### config.mk
export PLATFORM = sky130hd
export DESIGN_NAME = seg7_monitor_flat
export DESIGN_NICKNAME = d
export VERILOG_FILES = /design/src/rtl/seg7_pkg.sv /design/src/rtl/seg7_monitor_if.sv /design/src/rtl/seg7_stable_filter.sv /design/src/rtl/seg7_monitor.sv /design/src/flat_wrapper.sv
export SDC_FILE = /design/constraint.sdc
export NUM_CORES = 1
export LEC_CHECK = 0
export CAP_MARGIN = 20
export CORE_AREA = 2 2 107 109
export CTS_BUF_LIST = sky130_fd_sc_hd__clkbuf_16
export DETAILED_ROUTE_END_ITERATION = 6
export DIE_AREA = 0 0 109 111
export PLACE_DENSITY = 0.67
export SYNTH_ARGS = -nofsm -noshare
export SYNTH_HDL_FRONTEND = slang
export SYNTH_HIERARCHICAL = 1
export SYNTH_SLANG_ARGS = --single-unit
### constraint.sdc
create_clock -name clk -period 2.7 [get_ports clk]
set_input_delay 0.54 -clock clk [delete_from_list [all_inputs] [get_ports clk]]
set_output_delay 0.54 -clock clk [all_outputs]
set_load 0.01 [all_outputs]
### src/rtl/seg7_pkg.sv
// seg7_pkg: shared definitions for the seven-segment receive-side monitor.
//   - segment encodings {g,f,e,d,c,b,a} for digits 0..9 plus blank
//   - seg_decode(): maps a segment pattern to {valid, blank, digit}
//   - mon_state_t: digit-tracking state of the monitor
package seg7_pkg;

  localparam logic [6:0] SEG_0     = 7'h3F;
  localparam logic [6:0] SEG_1     = 7'h06;
  localparam logic [6:0] SEG_2     = 7'h5B;
  localparam logic [6:0] SEG_3     = 7'h4F;
  localparam logic [6:0] SEG_4     = 7'h66;
  localparam logic [6:0] SEG_5     = 7'h6D;
  localparam logic [6:0] SEG_6     = 7'h7C;
  localparam logic [6:0] SEG_7     = 7'h07;
  localparam logic [6:0] SEG_8     = 7'h7F;
  localparam logic [6:0] SEG_9     = 7'h67;
  localparam logic [6:0] SEG_BLANK = 7'h00;

  typedef struct packed {
    logic       valid;  // pattern is one of the ten digits
    logic       blank;  // all segments off
    logic [3:0] digit;
  } seg_dec_t;

  typedef enum logic [1:0] {
    NO_DIGIT = 2'd0,
    FIRST    = 2'd1,
    TRACK    = 2'd2
  } mon_state_t;

  function automatic seg_dec_t seg_decode(input logic [6:0] seg);
    seg_dec_t d;
    d = '0;
    case (seg)
      SEG_0:     begin d.valid = 1'b1; d.digit = 4'd0; end
      SEG_1:     begin d.valid = 1'b1; d.digit = 4'd1; end
      SEG_2:     begin d.valid = 1'b1; d.digit = 4'd2; end
      SEG_3:     begin d.valid = 1'b1; d.digit = 4'd3; end
      SEG_4:     begin d.valid = 1'b1; d.digit = 4'd4; end
      SEG_5:     begin d.valid = 1'b1; d.digit = 4'd5; end
      SEG_6:     begin d.valid = 1'b1; d.digit = 4'd6; end
      SEG_7:     begin d.valid = 1'b1; d.digit = 4'd7; end
      SEG_8:     begin d.valid = 1'b1; d.digit = 4'd8; end
      SEG_9:     begin d.valid = 1'b1; d.digit = 4'd9; end
      SEG_BLANK: d.blank = 1'b1;
      default:   ;
    endcase
    return d;
  endfunction

endpackage

### src/rtl/seg7_monitor_if.sv
// seg7_monitor_if: segment bus, controls and monitor results.
//   master: drives seg_in/ena/clr_err, observes results
//   slave : the monitor itself
interface seg7_monitor_if #(
  parameter int unsigned CNT_WIDTH = 24
);
  logic                 ena;
  logic [6:0]           seg_in;
  logic                 clr_err;
  logic [3:0]           digit_out;
  logic                 digit_valid;
  logic                 digit_strobe;
  logic [CNT_WIDTH-1:0] period_out;
  logic                 period_valid;
  logic                 seq_err;
  logic                 invalid_err;
  logic [7:0]           err_count;

  modport master (
    output ena, seg_in, clr_err,
    input  digit_out, digit_valid, digit_strobe, period_out, period_valid,
           seq_err, invalid_err, err_count
  );

  modport slave (
    input  ena, seg_in, clr_err,
    output digit_out, digit_valid, digit_strobe, period_out, period_valid,
           seq_err, invalid_err, err_count
  );
endinterface

### src/rtl/seg7_stable_filter.sv
// seg7_stable_filter: registers the segment bus and accepts a pattern once it
// has been sampled STABLE_CYCLES times in a row.
//   clk, reset : clock, synchronous active-high reset
//   ena        : gates accept only; sampling and run counting always continue
//   seg_in     : raw segment bus
//   accept     : single-cycle event, pattern valid alongside it
//   pattern    : current candidate pattern
module seg7_stable_filter #(
  parameter int unsigned STABLE_CYCLES = 4
) (
  input  logic       clk,
  input  logic       reset,
  input  logic       ena,
  input  logic [6:0] seg_in,
  output logic       accept,
  output logic [6:0] pattern
);

  localparam logic [3:0] RUN_MAX = 4'(STABLE_CYCLES);

  logic [6:0] seg_q;
  logic [6:0] cand_q;
  logic [3:0] run_q;

  always_ff @(posedge clk) begin
    if (reset) begin
      seg_q  <= '0;
      cand_q <= '0;
      run_q  <= '0;
    end else begin
      seg_q <= seg_in;
      if (seg_q == cand_q) begin
        if (run_q != RUN_MAX) run_q <= run_q + 4'd1;
      end else begin
        cand_q <= seg_q;
        run_q  <= 4'd1;
      end
    end
  end

  // Fires while the counter is about to step into RUN_MAX, so the accept
  // is consumed on the same edge the run completes.
  assign accept  = ena && (seg_q == cand_q) && (run_q == RUN_MAX - 4'd1);
  assign pattern = cand_q;

endmodule

### src/rtl/seg7_monitor.sv
// seg7_monitor: receive-side checker for the seven-segment seconds display.
// Filters and decodes the segment bus, checks the 0..9 wrap sequence,
// measures cycles between digit changes and counts errors.
//   clk, reset : clock, synchronous active-high reset
//   bus        : seg7_monitor_if slave (seg_in/ena/clr_err in, results out)
module seg7_monitor
  import seg7_pkg::*;
#(
  parameter int unsigned STABLE_CYCLES = 4,
  parameter int unsigned CNT_WIDTH     = 24
) (
  input  logic           clk,
  input  logic           reset,
  seg7_monitor_if.slave  bus
);

  logic       accept;
  logic [6:0] pattern;
  seg_dec_t   dec;

  seg7_stable_filter #(.STABLE_CYCLES(STABLE_CYCLES)) u_filter (
    .clk     (clk),
    .reset   (reset),
    .ena     (bus.ena),
    .seg_in  (bus.seg_in),
    .accept  (accept),
    .pattern (pattern)
  );

  assign dec = seg_decode(pattern);

  mon_state_t           state_q, state_d;
  logic [3:0]           digit_q;
  logic                 strobe_q, seq_q, inv_q;
  logic [CNT_WIDTH-1:0] period_cnt_q, period_q;
  logic [7:0]           err_q;

  logic       dv;
  logic       strobe_ev, seq_ev, inv_ev;
  logic [3:0] next_digit;

  assign dv = (state_q != NO_DIGIT);

  always_comb begin
    strobe_ev  = 1'b0;
    seq_ev     = 1'b0;
    inv_ev     = 1'b0;
    state_d    = state_q;
    next_digit = (digit_q == 4'd9) ? 4'd0 : digit_q + 4'd1;

    // Priority: blank, invalid, repeat of current digit, new digit.
    if (accept) begin
      if (dec.blank) begin
      end else if (!dec.valid) begin
        inv_ev = 1'b1;
      end else if (dv && (dec.digit == digit_q)) begin
      end else begin
        strobe_ev = 1'b1;
        seq_ev    = dv && (dec.digit != next_digit);
      end
    end

    unique case (state_q)
      NO_DIGIT: if (strobe_ev) state_d = FIRST;
      FIRST:    if (strobe_ev) state_d = TRACK;
      TRACK:    state_d = TRACK;
      default:  state_d = NO_DIGIT;
    endcase
  end

  always_ff @(posedge clk) begin
    if (reset) begin
      state_q      <= NO_DIGIT;
      digit_q      <= '0;
      strobe_q     <= 1'b0;
      seq_q        <= 1'b0;
      inv_q        <= 1'b0;
      period_cnt_q <= '0;
      period_q     <= '0;
      err_q        <= '0;
    end else begin
      state_q  <= state_d;
      strobe_q <= strobe_ev;
      seq_q    <= seq_ev;
      inv_q    <= inv_ev;
      if (strobe_ev) digit_q <= dec.digit;

      // The strobe edge counts as 1, so the captured value is t2-t1.
      if (strobe_ev) begin
        period_cnt_q <= CNT_WIDTH'(1);
      end else if (bus.ena && (period_cnt_q != '1)) begin
        period_cnt_q <= period_cnt_q + CNT_WIDTH'(1);
      end
      if (strobe_ev && dv) period_q <= period_cnt_q;

      if (bus.clr_err) begin
        err_q <= '0;
      end else if ((seq_ev || inv_ev) && (err_q != 8'hFF)) begin
        err_q <= err_q + 8'd1;
      end
    end
  end

  assign bus.digit_out    = digit_q;
  assign bus.digit_valid  = dv;
  assign bus.digit_strobe = strobe_q;
  assign bus.period_out   = period_q;
  assign bus.period_valid = (state_q == TRACK);
  assign bus.seq_err      = seq_q;
  assign bus.invalid_err  = inv_q;
  assign bus.err_count    = err_q;

endmodule

### src/flat_wrapper.sv
// flat-port wrapper written by rule: the top's interface ports become plain ports
module seg7_monitor_flat import seg7_pkg::*;
#(
  parameter int unsigned STABLE_CYCLES = 4,
  parameter int unsigned CNT_WIDTH     = 24
)
  (clk, reset, bus_ena, bus_seg_in, bus_clr_err, bus_digit_out, bus_digit_valid, bus_digit_strobe, bus_period_out, bus_period_valid, bus_seq_err, bus_invalid_err, bus_err_count);
  seg7_monitor_if #(.CNT_WIDTH(CNT_WIDTH)) bus_i ();
  input  logic clk;
  input  logic reset;
  input wire logic [$bits(bus_i.ena)-1:0] bus_ena;
  input wire logic [$bits(bus_i.seg_in)-1:0] bus_seg_in;
  input wire logic [$bits(bus_i.clr_err)-1:0] bus_clr_err;
  output wire logic [$bits(bus_i.digit_out)-1:0] bus_digit_out;
  output wire logic [$bits(bus_i.digit_valid)-1:0] bus_digit_valid;
  output wire logic [$bits(bus_i.digit_strobe)-1:0] bus_digit_strobe;
  output wire logic [$bits(bus_i.period_out)-1:0] bus_period_out;
  output wire logic [$bits(bus_i.period_valid)-1:0] bus_period_valid;
  output wire logic [$bits(bus_i.seq_err)-1:0] bus_seq_err;
  output wire logic [$bits(bus_i.invalid_err)-1:0] bus_invalid_err;
  output wire logic [$bits(bus_i.err_count)-1:0] bus_err_count;
  assign bus_i.ena = bus_ena;
  assign bus_i.seg_in = bus_seg_in;
  assign bus_i.clr_err = bus_clr_err;
  assign bus_digit_out = bus_i.digit_out;
  assign bus_digit_valid = bus_i.digit_valid;
  assign bus_digit_strobe = bus_i.digit_strobe;
  assign bus_period_out = bus_i.period_out;
  assign bus_period_valid = bus_i.period_valid;
  assign bus_seq_err = bus_i.seq_err;
  assign bus_invalid_err = bus_i.invalid_err;
  assign bus_err_count = bus_i.err_count;
  seg7_monitor #(.STABLE_CYCLES(STABLE_CYCLES), .CNT_WIDTH(CNT_WIDTH)) u_core (.clk(clk), .reset(reset), .bus(bus_i));
endmodule
==> results.json, run 1 <==
{
  "floorplan.core_util_pct": 34.04,
  "die_height_microns": 111,
  "cts-resized-gates": 3,
  "drc_markers": 0,
  "hold_buffers": 0,
  "dieArea_sq_um": 12100,
  "die_span_x_microns": 109,
  "fin_tns_setup_ns": 0,
  "critical_path_arrival_ns": 2.88,
  "critical_path.max_fanout": 7,
  "fin_skew_ns": 0.007935,
  "synthesis.area_sq_um": 3771,
  "max_cap_violations": 0,
  "timing.final.crit_period_ns": 2.616,
  "postLayoutSetupSlackWorst_ns": 0.08411,
  "finalHoldViolCount": 0,
  "ioPinCount": 52,
  "worst-r2r-setup-slack_ns": 0.08,
  "finalClockPeriodUsage_pct": 96.88,
  "cts_made_buffers": 9,
  "layout.nets": 492,
  "htreeDepth": 3,
  "layout-drive-gt1-share_pct": 14.85,
  "largest_area_cell": "dfxtp_1",
  "final_core_utilization_pct": 45.22,
  "power.ir.vdd_worst_v": 0.0002494,
  "crit-reg2reg-capture": "u_core/bus.err_count[5]$_SDFFE_PP0P_",
  "mappedNetlistNets": 423,
  "worstPathRequired_ns": 2.97,
  "grt_antenna_before_repair": 0,
  "place.detailed.hpwl_mm": 5.610,
  "run_status": "finished, final reports clean",
  "ys_chip_area_sq_um": 3771,
  "timing_max_transition_violations_final": 0,
  "placeableCoreArea_sq_um": 11080,
  "antenna_left": 0,
  "async_reset_ff_share_pct": 0,
  "gp_routability_congestion": 0.7799,
  "timing.critical_path.to_type": "register",
  "crit_end": "u_core/bus.err_count[5]$_SDFFE_PP0P_",
  "clockRootBuffer": "clkbuf_16",
  "synth.most_common_cell": "dfxtp_1",
  "hold_path_depth": 1,
  "grt_start_max_net_pins": 28,
  "clk_pin_slew_ns": 0.07,
  "numClockSinks": 83,
  "synthDistinctLibCells": 50,
  "drt_iter0_drc": 124,
  "worstSkewPairLatency_ns": 0.34,
  "top_cells_by_count_synth": "dfxtp_1 (83), nor2_1 (66), mux2i_1 (30)",
  "fp-row-count": 39,
  "ctsLongestPathBuffers": 2,
  "fin_cells": 621,
  "most-common-layout-cells": "dfxtp_1 (78), nor2_1 (66), clkdlybuf4s50_1 (50), mux2i_1 (30), buf_4 (22)",
  "startpoint": "u_core/u_filter/pattern[3]$_SDFFE_PP0P_",
  "avgSynthCellArea_sq_um": 9.334
}
## run 1: per-layer routing
metal  vias to the layer above  global-route usage, %  part of all wire, %
met3                        13                  3.057                  3.7
met2                        50                  22.69                   47
met4                         0                  6.068                  1.9
met5                         -                      0                    0
met1                      1409                  17.50                   47
li1                       1543                      -                    -
## run 1: worst max-delay path, stage by stage, from the launching register on
cell and delay (ns):
dfxtp_4 0.36, buf_4 0.16, or4_4 0.51, a211oi_2 0.25, nor3_2 0.10, a21oi_4 0.19, o311ai_4 0.15, o2bb2ai_4 0.16
or4_1 0.50, a21oi_1 0.15
## run 1: area by class of cell
| type | count | area (sq um) |
|---|---|---|
| Multi-Input combinational cell | 295 | 2108 |
| Clock buffer | 9 | 225.2 |
| Tap cell | 143 | 178.9 |
| Clock inverter | 7 | 73.82 |
| Inverter | 8 | 30.03 |
| Fill cell | 1027 | 6068 |
| Sequential cell | 83 | 1670 |
| Timing Repair Buffer | 76 | 721.9 |
## run 1: sequential cells by signal (all words and copies together), names as in the netlist
signal / count
u_core/bus.digit_out: 4
u_core/bus.digit_strobe: 1
u_core/bus.err_count: 8
u_core/bus.invalid_err: 1
u_core/bus.period_out: 24
u_core/bus.seq_err: 1
u_core/period_cnt_q: 24
u_core/state_q: 2
u_core/u_filter/pattern: 7
u_core/u_filter/run_q: 4
u_core/u_filter/seg_q: 7
## run 1: report_power, final
group	total, mW	internal (mW)	switching [mW]
Clock	1.24	0.723	0.517
Sequential	1.25	1.24	0.0163
Combinational	0.117	0.0590	0.0583
## run 1: logic make-up after synthesis
logic type	Yosys count	share of synthesized area [%]
AND/OR/NAND/NOR	177	24.02
flip-flops	83	44.06
AND-OR/OR-AND	40	8.693
XOR/XNOR	40	9.290
multiplexers	30	7.963
buffers and inverters	26	3.318
adder cells (fa/ha/maj)	8	2.654
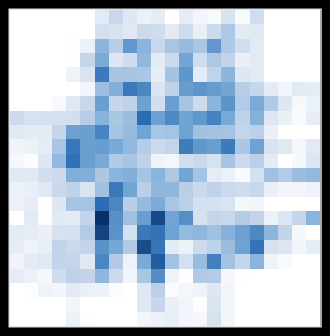
Figure 1: run 1, wiring heat map.
The die is cut into 22 by 22 equal tiles; white is low, dark blue is high, scaled to the fullest tile. Values are wire area over tile area, all layers added.
fullest tile = 0.47
densest ninth of the die = middle
mean over tiles = 0.10
tiles over half the peak = 13%
nearly empty tiles = 24%
number of vias in the routed layout: 3015
total track usage: 13.94%
final routed wire length divided by cell count: 12.99 microns

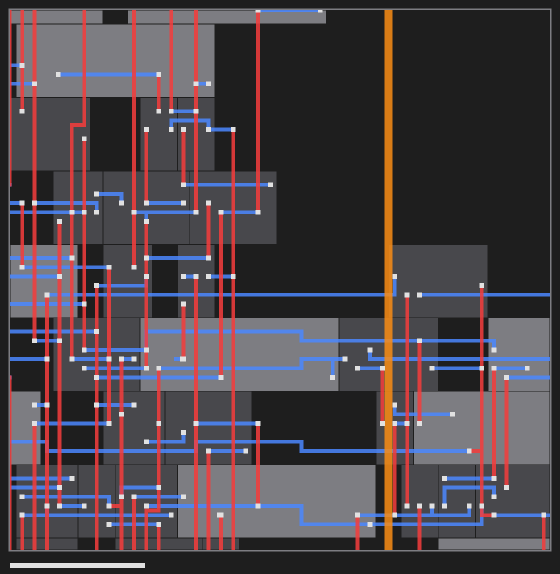
Figure 2: run 1, close-up of the layout.
Bar = 5 microns. Window x 72 to 92, y 73 to 93 microns. Cells in gray, sequential cells in the stronger gray; small squares are vias.
met4 -> orange
met1 -> blue
met2 -> red
cells with their middle in the window = 23
netlist names of flops here include = u_core/period_cnt_q (3), u_core/bus.period_out (1)
most frequent = nor2_1 (6), dfxtp_1 (4)
sequential cells in the window = 4

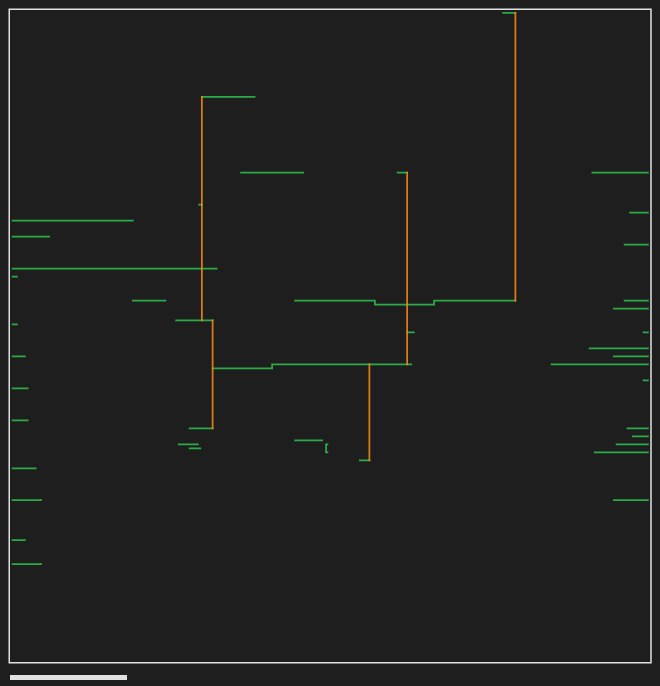
Figure 3: run 1, routed metal, one color a layer.
Bar = 20 microns. Two of the layers only.
met3 -> green  # wire length 298 microns
met4 -> orange  # wire length 154 microns
DRT Wirelength: 8.064 mm

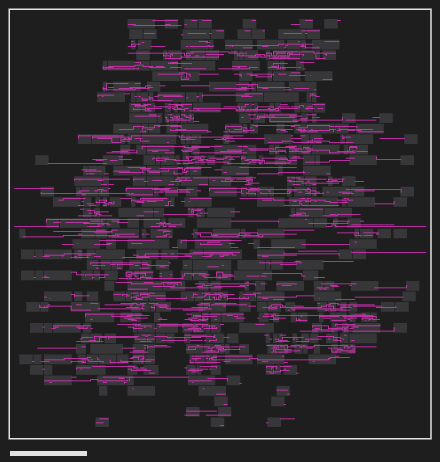
Figure 4: run 1, M1 wires.
Bar = 20 microns. Cells faint in the background.
nets with wire on the layer = 445
longest straight run = 29.4 microns

==> run 2: changes to the inputs <==
--- a/config.mk
+++ b/config.mk
@@ -15,3 +15,4 @@
 export SYNTH_HDL_FRONTEND = slang
 export SYNTH_HIERARCHICAL = 1
 export SYNTH_SLANG_ARGS = --single-unit
+export TNS_END_PERCENT = 30
==> results.json, run 2 <==
{
  "gr-usage-all-layers_pct": 13.94,
  "htreeDepth": 3,
  "mappedNetlistNets": 423,
  "place.detailed.hpwl_mm": 5.610,
  "timing.final.crit_period_ns": 2.615,
  "m1WireLength_mm": 3.825,
  "synthDistinctLibCells": 50,
  "postCtsSetupRepairBufs": 0,
  "grt_pass1_wl_mm": 13.57,
  "fp-row-count": 39,
  "worstPathRequired_ns": 2.93,
  "synthesis.area_sq_um": 3771,
  "layout-drive-gt1-share_pct": 14.85,
  "critical_path.max_fanout": 7,
  "drt_iter0_drc": 179,
  "top_layer": "met4",
  "dieArea_sq_um": 12100,
  "power_leakage_nw": 1.992,
  "worstSkewPairLatency_ns": 0.34,
  "openroad.warnings": 31,
  "cpMaxStageDelayCell": "or4_1",
  "synthTopLogicFamily": "simple AND/OR/NAND/NOR gates",
  "ys_chip_area_sq_um": 3771,
  "grt_antenna_before_repair": 0,
  "die_span_x_microns": 109,
  "dr_wl_met3_microns": 316,
  "top_cells_by_count_synth": "dfxtp_1 (83), nor2_1 (66), mux2i_1 (30)",
  "gp_routability_congestion": 0.7799,
  "cp_num_buf_inv": 1,
  "grt-busiest-layer": "met2",
  "grt_use_met3_pct": 3.057,
  "cts_made_buffers": 9,
  "adder_cell_area_share_of_the_yosys_netlist_pct": 2.654,
  "numClockSinks": 83,
  "grt_start_max_net_pins": 28,
  "drc_markers": 0,
  "power.ir.vdd_worst_v": 0.0002495,
  "avgSynthCellArea_sq_um": 9.334,
  "timing.critical_path.cells": "buf_4, or4_1, a211oi_2, nor3_2, a21oi_4, o311ai_4, o2bb2ai_2, or4_1, o211a_1",
  "worst_path_top_cell_family_by_delay": "simple AND/OR/NAND/NOR gates",
  "ioPinCount": 52,
  "synth.mux.area_fraction_pct": 7.963,
  "layout.nets": 492,
  "antenna_left": 0,
  "placeableCoreArea_sq_um": 11080,
  "crit_type": "reg -> reg",
  "fin_skew_ns": 0.007777,
  "run_status": "finished, final reports clean",
  "yosys.area_share.xor_xnor_pct": 9.290,
  "dr_wl_met2_mm": 3.841,
  "cts-resized-gates": 3,
  "finalClockPeriodUsage_pct": 96.85,
  "finalHoldViolCount": 0,
  "fin_tns_setup_ns": 0,
  "final-setup-viol-count": 0,
  "die_height_microns": 111,
  "async_reset_ff_share_pct": 0,
  "largest_area_cell": "dfxtp_1",
  "grtUsageMet2_pct": 22.69,
  "timing_max_transition_violations_final": 0,
  "post_drt_via_cell_ratio": 4.868,
  "max_stage_delay_ns": 0.52,
  "max_cap_violations": 0,
  "floorplan.core_util_pct": 34.04,
  "clockRootBuffer": "clkbuf_16",
  "synth-simple-area-share_pct": 24.02,
  "antenna-diode-count": 0,
  "ctsLongestPathBuffers": 2,
  "critical_path_arrival_ns": 2.85,
  "timing.critical_path.to_type": "register",
  "critical-path-top-cell-by-count": "or4_1",
  "hold_buffers": 0,
  "totalPowerFinal_mw": 2.614,
  "post_synth_ao_oa_area_fraction_pct": 8.693,
  "synth.most_common_cell": "dfxtp_1",
  "most-common-layout-cells": "dfxtp_1 (77), nor2_1 (66), clkdlybuf4s50_1 (50), mux2i_1 (30), buf_4 (23)",
  "setup_repair_after_global_routing_missed_its_margin": "yes",
  "clk_pin_slew_ns": 0.07
}
-- run 2: cell counts after synthesis --
No cell type changed its count.
-- run 2: metrics by stage --
stage               hold slack, ns  instance area, sq um  worst slack, ns  utilization [%]  std cells
finish                      0.4688                  4985          0.08513            45.00        621
global route                0.4845                  4985         -0.02418            45.00        621
CTS                         0.4793                  4898         0.002143            44.22        618
detailed placement          0.4693                  4573         -0.07877            41.29        602
global placement            0.4668                  4573        -0.006190            41.29        602
floorplan                   0.4570                  3789          0.01180                -        404
-- run 2: area by class of cell --
| cell class | count | area, sq um |
|---|---|---|
| clock buffers | 9 | 225.2 |
| well taps | 143 | 178.9 |
| inverters | 8 | 30.03 |
| fillers | 1032 | 6092 |
| clock inverters | 7 | 73.82 |
| multi-input cells | 295 | 2095 |
| flip-flops and latches | 83 | 1669 |
| repair buffers | 76 | 713.2 |
-- run 2: final timing paths --
kind                                                start                                       to  slack (ns)  depth (start not counted)
hold reg to reg       u_core/u_filter/seg_q[5]$_SDFF_PP0_  u_core/u_filter/pattern[5]$_SDFFE_PP0P_        0.47                          1
setup / recovery  u_core/u_filter/pattern[3]$_SDFFE_PP0P_     u_core/bus.err_count[7]$_SDFFE_PP0P_        0.09                          9
hold / removal        u_core/u_filter/seg_q[5]$_SDFF_PP0_  u_core/u_filter/pattern[5]$_SDFFE_PP0P_        0.47                          1
setup reg to reg  u_core/u_filter/pattern[3]$_SDFFE_PP0P_     u_core/bus.err_count[7]$_SDFFE_PP0P_        0.09                          9
-- run 2: power by group --
part	internal [mW]	total, mW	leakage, nW	switching [mW]
combinational	0.0579	0.117	1.17	0.0589
sequential	1.24	1.26	0.674	0.0163
clock	0.723	1.24	0.148	0.518
total	2.02	2.61	1.99	0.594
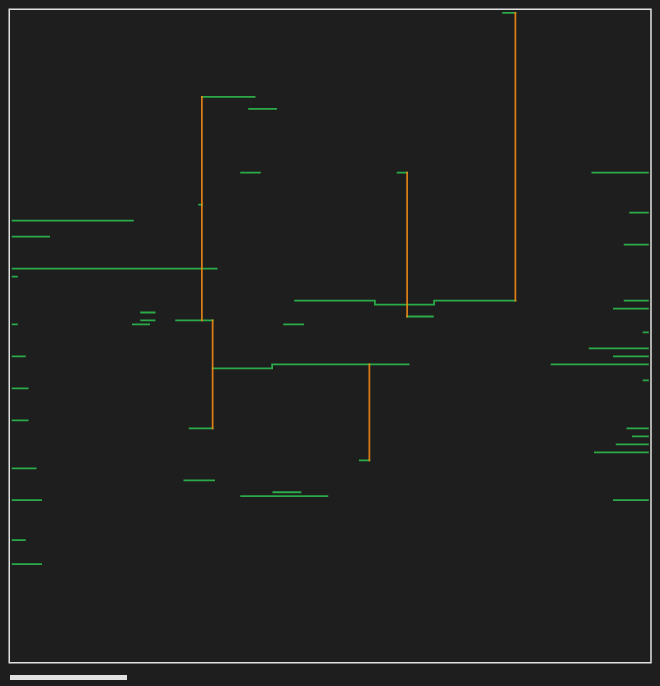
Figure 5: run 2, routed metal, one color a layer.
Bar = 20 microns. Two of the layers only.
met4 -> orange  # wire length 146 microns
met3 -> green  # wire length 316 microns
final routed wire length divided by cell count: 13.09 microns
DRT Wirelength: 8.129 mm
number of vias in the routed layout: 3023

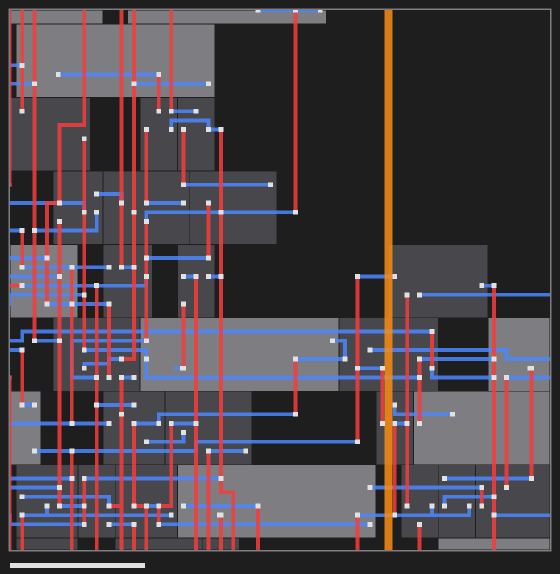
Figure 6: run 2, close-up of the layout.
Bar = 5 microns. Window x 72 to 92, y 73 to 93 microns. Cells in gray, sequential cells in the stronger gray; small squares are vias.
met2 -> red
met1 -> blue
met4 -> orange
netlist names of flops here include = u_core/period_cnt_q (3), u_core/bus.period_out (1)
sequential cells in the window = 4
most frequent = nor2_1 (6), dfxtp_1 (4)
cells with their middle in the window = 23

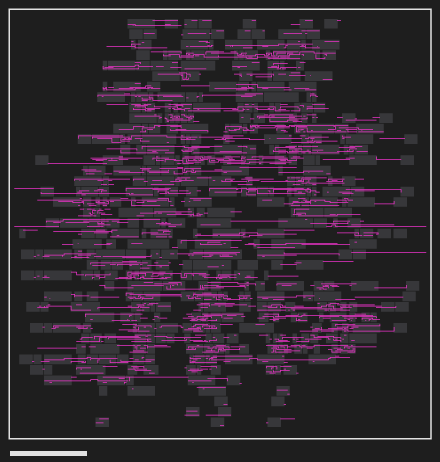
Figure 7: run 2, M1 wires.
Bar = 20 microns. Cells faint in the background.
share of all routed wire = 47%
longest straight run = 33.6 microns
global-route met1 utilization: 17.50%

==> run 3: changes to the inputs <==
--- a/config.mk
+++ b/config.mk
@@ -10,6 +10,7 @@
 export CTS_BUF_LIST = sky130_fd_sc_hd__clkbuf_16
 export DETAILED_ROUTE_END_ITERATION = 6
 export DIE_AREA = 0 0 109 111
+export GPL_ROUTABILITY_DRIVEN = 0
 export PLACE_DENSITY = 0.67
 export SYNTH_ARGS = -nofsm -noshare
 export SYNTH_HDL_FRONTEND = slang
==> results.json, run 3 <==
{
  "postCtsSetupRepairBufs": 0,
  "drc_markers": 0,
  "cp_num_buf_inv": 1,
  "hold_crit_start": "u_core/u_filter/seg_q[5]$_SDFF_PP0_",
  "antenna_left": 0,
  "pwr.group.sequential_mw": 1.26,
  "logic_pwr_share_pct": 4.5,
  "synthesis.area_sq_um": 3771,
  "ys_chip_area_sq_um": 3771,
  "final_core_utilization_pct": 45.00,
  "grt_antenna_before_repair": 0,
  "finalClockPeriodUsage_pct": 96.85,
  "comb_cell_power_mw": 0.117,
  "critical_path.max_fanout": 7,
  "finalHoldViolCount": 0,
  "most-common-layout-cells": "dfxtp_1 (77), nor2_1 (66), clkdlybuf4s50_1 (50), mux2i_1 (30), buf_4 (23)",
  "drt_iter0_drc": 179,
  "startpoint": "u_core/u_filter/pattern[3]$_SDFFE_PP0P_",
  "grt_start_max_net_pins": 28,
  "drt_wl_total_mm": 8.129,
  "die_span_x_microns": 109,
  "max_cap_violations": 0,
  "largest_area_cell": "dfxtp_1",
  "max_stage_delay_ns": 0.52,
  "critical_path_arrival_ns": 2.85,
  "fin_cells": 621,
  "placeableCoreArea_sq_um": 11080,
  "power.internal_mw": 2.020,
  "dr_total_vias": 3023,
  "clk_pin_slew_ns": 0.07,
  "crit_type": "reg -> reg",
  "layout.nets": 492,
  "power_leakage_nw": 1.992,
  "floorplan.core_util_pct": 34.04,
  "top_cells_by_count_synth": "dfxtp_1 (83), nor2_1 (66), mux2i_1 (30)",
  "post_drt_via_cell_ratio": 4.868,
  "openroad.warnings": 31,
  "power.ir.vdd_worst_v": 0.0002495,
  "fin_skew_ns": 0.007777,
  "critical-path-top-cell-by-count": "or4_1",
  "p_sw_mw": 0.5936,
  "setup_repair_after_global_routing_missed_its_margin": "yes",
  "worstPathRequired_ns": 2.93,
  "dpl.cell_count": 602,
  "mappedNetlistNets": 423,
  "totalPowerFinal_mw": 2.614,
  "die_height_microns": 111,
  "synthDistinctLibCells": 50,
  "run_status": "finished, final reports clean",
  "avgRoutedWirePerCell_microns": 13.09,
  "antenna-diode-count": 0,
  "hold_buffers": 0,
  "synth.most_common_cell": "dfxtp_1",
  "clockRootBuffer": "clkbuf_16",
  "fillerInstances": 1032,
  "avgSynthCellArea_sq_um": 9.334,
  "pwr-share-clk_pct": 47.5,
  "clock_net_power_mw": 1.24,
  "cpMaxStageDelayCell": "or4_1",
  "timing.critical_path.cells": "buf_4, or4_1, a211oi_2, nor3_2, a21oi_4, o311ai_4, o2bb2ai_2, or4_1, o211a_1",
  "power_leader": "registers",
  "seqPwrFrac_pct": 48.0,
  "timing.critical_path.to_type": "register",
  "dieArea_sq_um": 12100,
  "cts-resized-gates": 3,
  "worst_path_top_cell_family_by_delay": "simple AND/OR/NAND/NOR gates",
  "gr-usage-all-layers_pct": 13.94
}
## run 3: cell counts after synthesis
No cell type changed its count.
## run 3: metal layers
layer / up-vias / global-route usage [%] / part of all wire (%) / routed length [microns]
li1: 1542 / - / - / -
met1: 1414 / 17.50 / 47 / 3825
met2: 55 / 22.69 / 47 / 3841
met3: 12 / 3.057 / 3.9 / 316
met4: 0 / 6.068 / 1.8 / 146
met5: - / 0 / 0 / 0
## run 3: layout make-up
type	instances	area (sq um)	share of cell area (%)
sequential	83	1669	33.48
timing repair buffer	76	713.2	14.31
inverter	8	30.03	0.6024
multi-input combinational	295	2095	42.02
clock inverter	7	73.82	1.481
tap	143	178.9	3.589
clock buffer	9	225.2	4.518
## run 3: metrics by stage
step | hold WS, ns | setup WS (ns) | setup TNS [ns]
global route | 0.4845 | -0.02418 | -0.04583
global placement | 0.4668 | -0.006190 | -0.006190
finish | 0.4688 | 0.08513 | 0
CTS | 0.4793 | 0.002143 | 0
detailed placement | 0.4693 | -0.07877 | -0.2185
floorplan | 0.4570 | 0.01180 | 0
## run 3: final timing paths
kind                                                                end  slack [ns]  cells past startpoint
worst max register to register     u_core/bus.err_count[7]$_SDFFE_PP0P_        0.09                      9
worst min register to register  u_core/u_filter/pattern[5]$_SDFFE_PP0P_        0.47                      1
worst min-delay path            u_core/u_filter/pattern[5]$_SDFFE_PP0P_        0.47                      1
worst max-delay path               u_core/bus.err_count[7]$_SDFFE_PP0P_        0.09                      9
## run 3: cell families after synthesis
family / Yosys count / share of synthesized area [%]
AND/OR/NAND/NOR: 177 / 24.02
multiplexers: 30 / 7.963
flip-flops: 83 / 44.06
adder cells (fa/ha/maj): 8 / 2.654
XOR/XNOR: 40 / 9.290
buffers and inverters: 26 / 3.318
AND-OR/OR-AND: 40 / 8.693
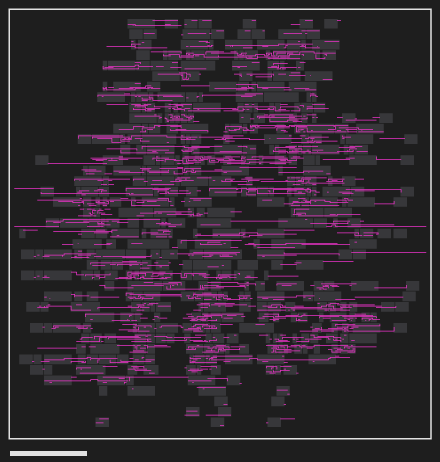
Figure 8: run 3, M1 wires.
Bar = 20 microns. Cells faint in the background.
share of all routed wire = 47%
longest straight run = 33.6 microns

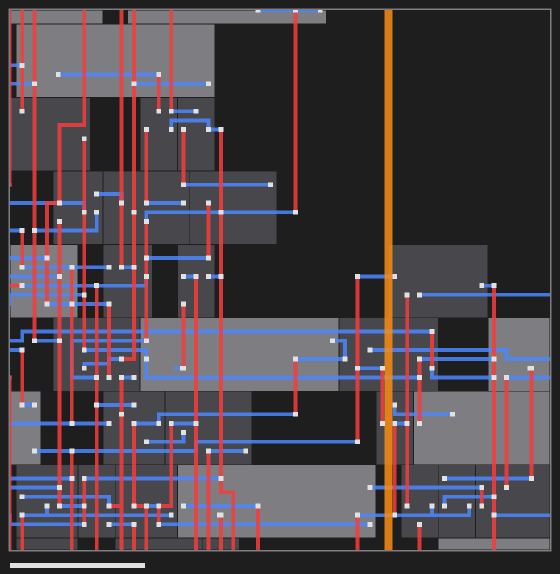
Figure 9: run 3, close-up of the layout.
Bar = 5 microns. Window x 72 to 92, y 73 to 93 microns. Cells in gray, sequential cells in the stronger gray; small squares are vias.
met4 -> orange
met2 -> red
met1 -> blue
cells with their middle in the window = 23
most frequent = nor2_1 (6), dfxtp_1 (4)
netlist names of flops here include = u_core/period_cnt_q (3), u_core/bus.period_out (1)
sequential cells in the window = 4

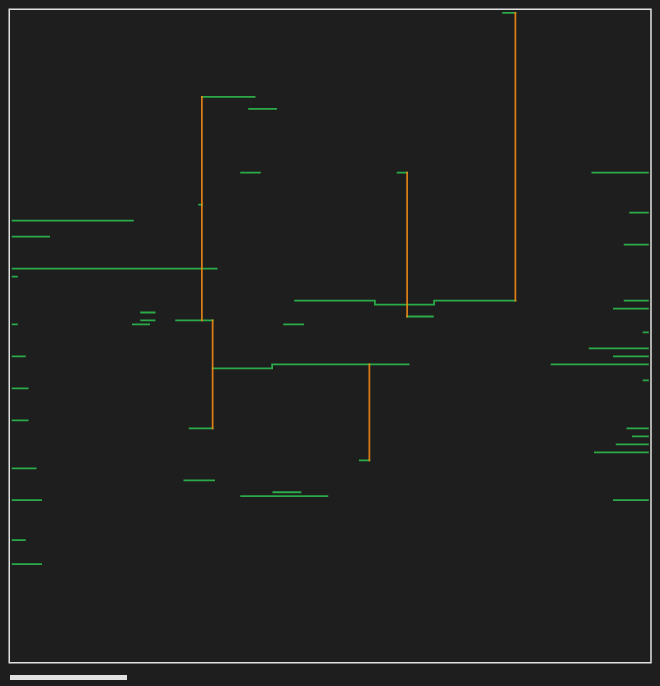
Figure 10: run 3, routed metal, one color a layer.
Bar = 20 microns. Two of the layers only.
met3 -> green  # wire length 316 microns
met4 -> orange  # wire length 146 microns

Power and IR drop assume default switching activity.
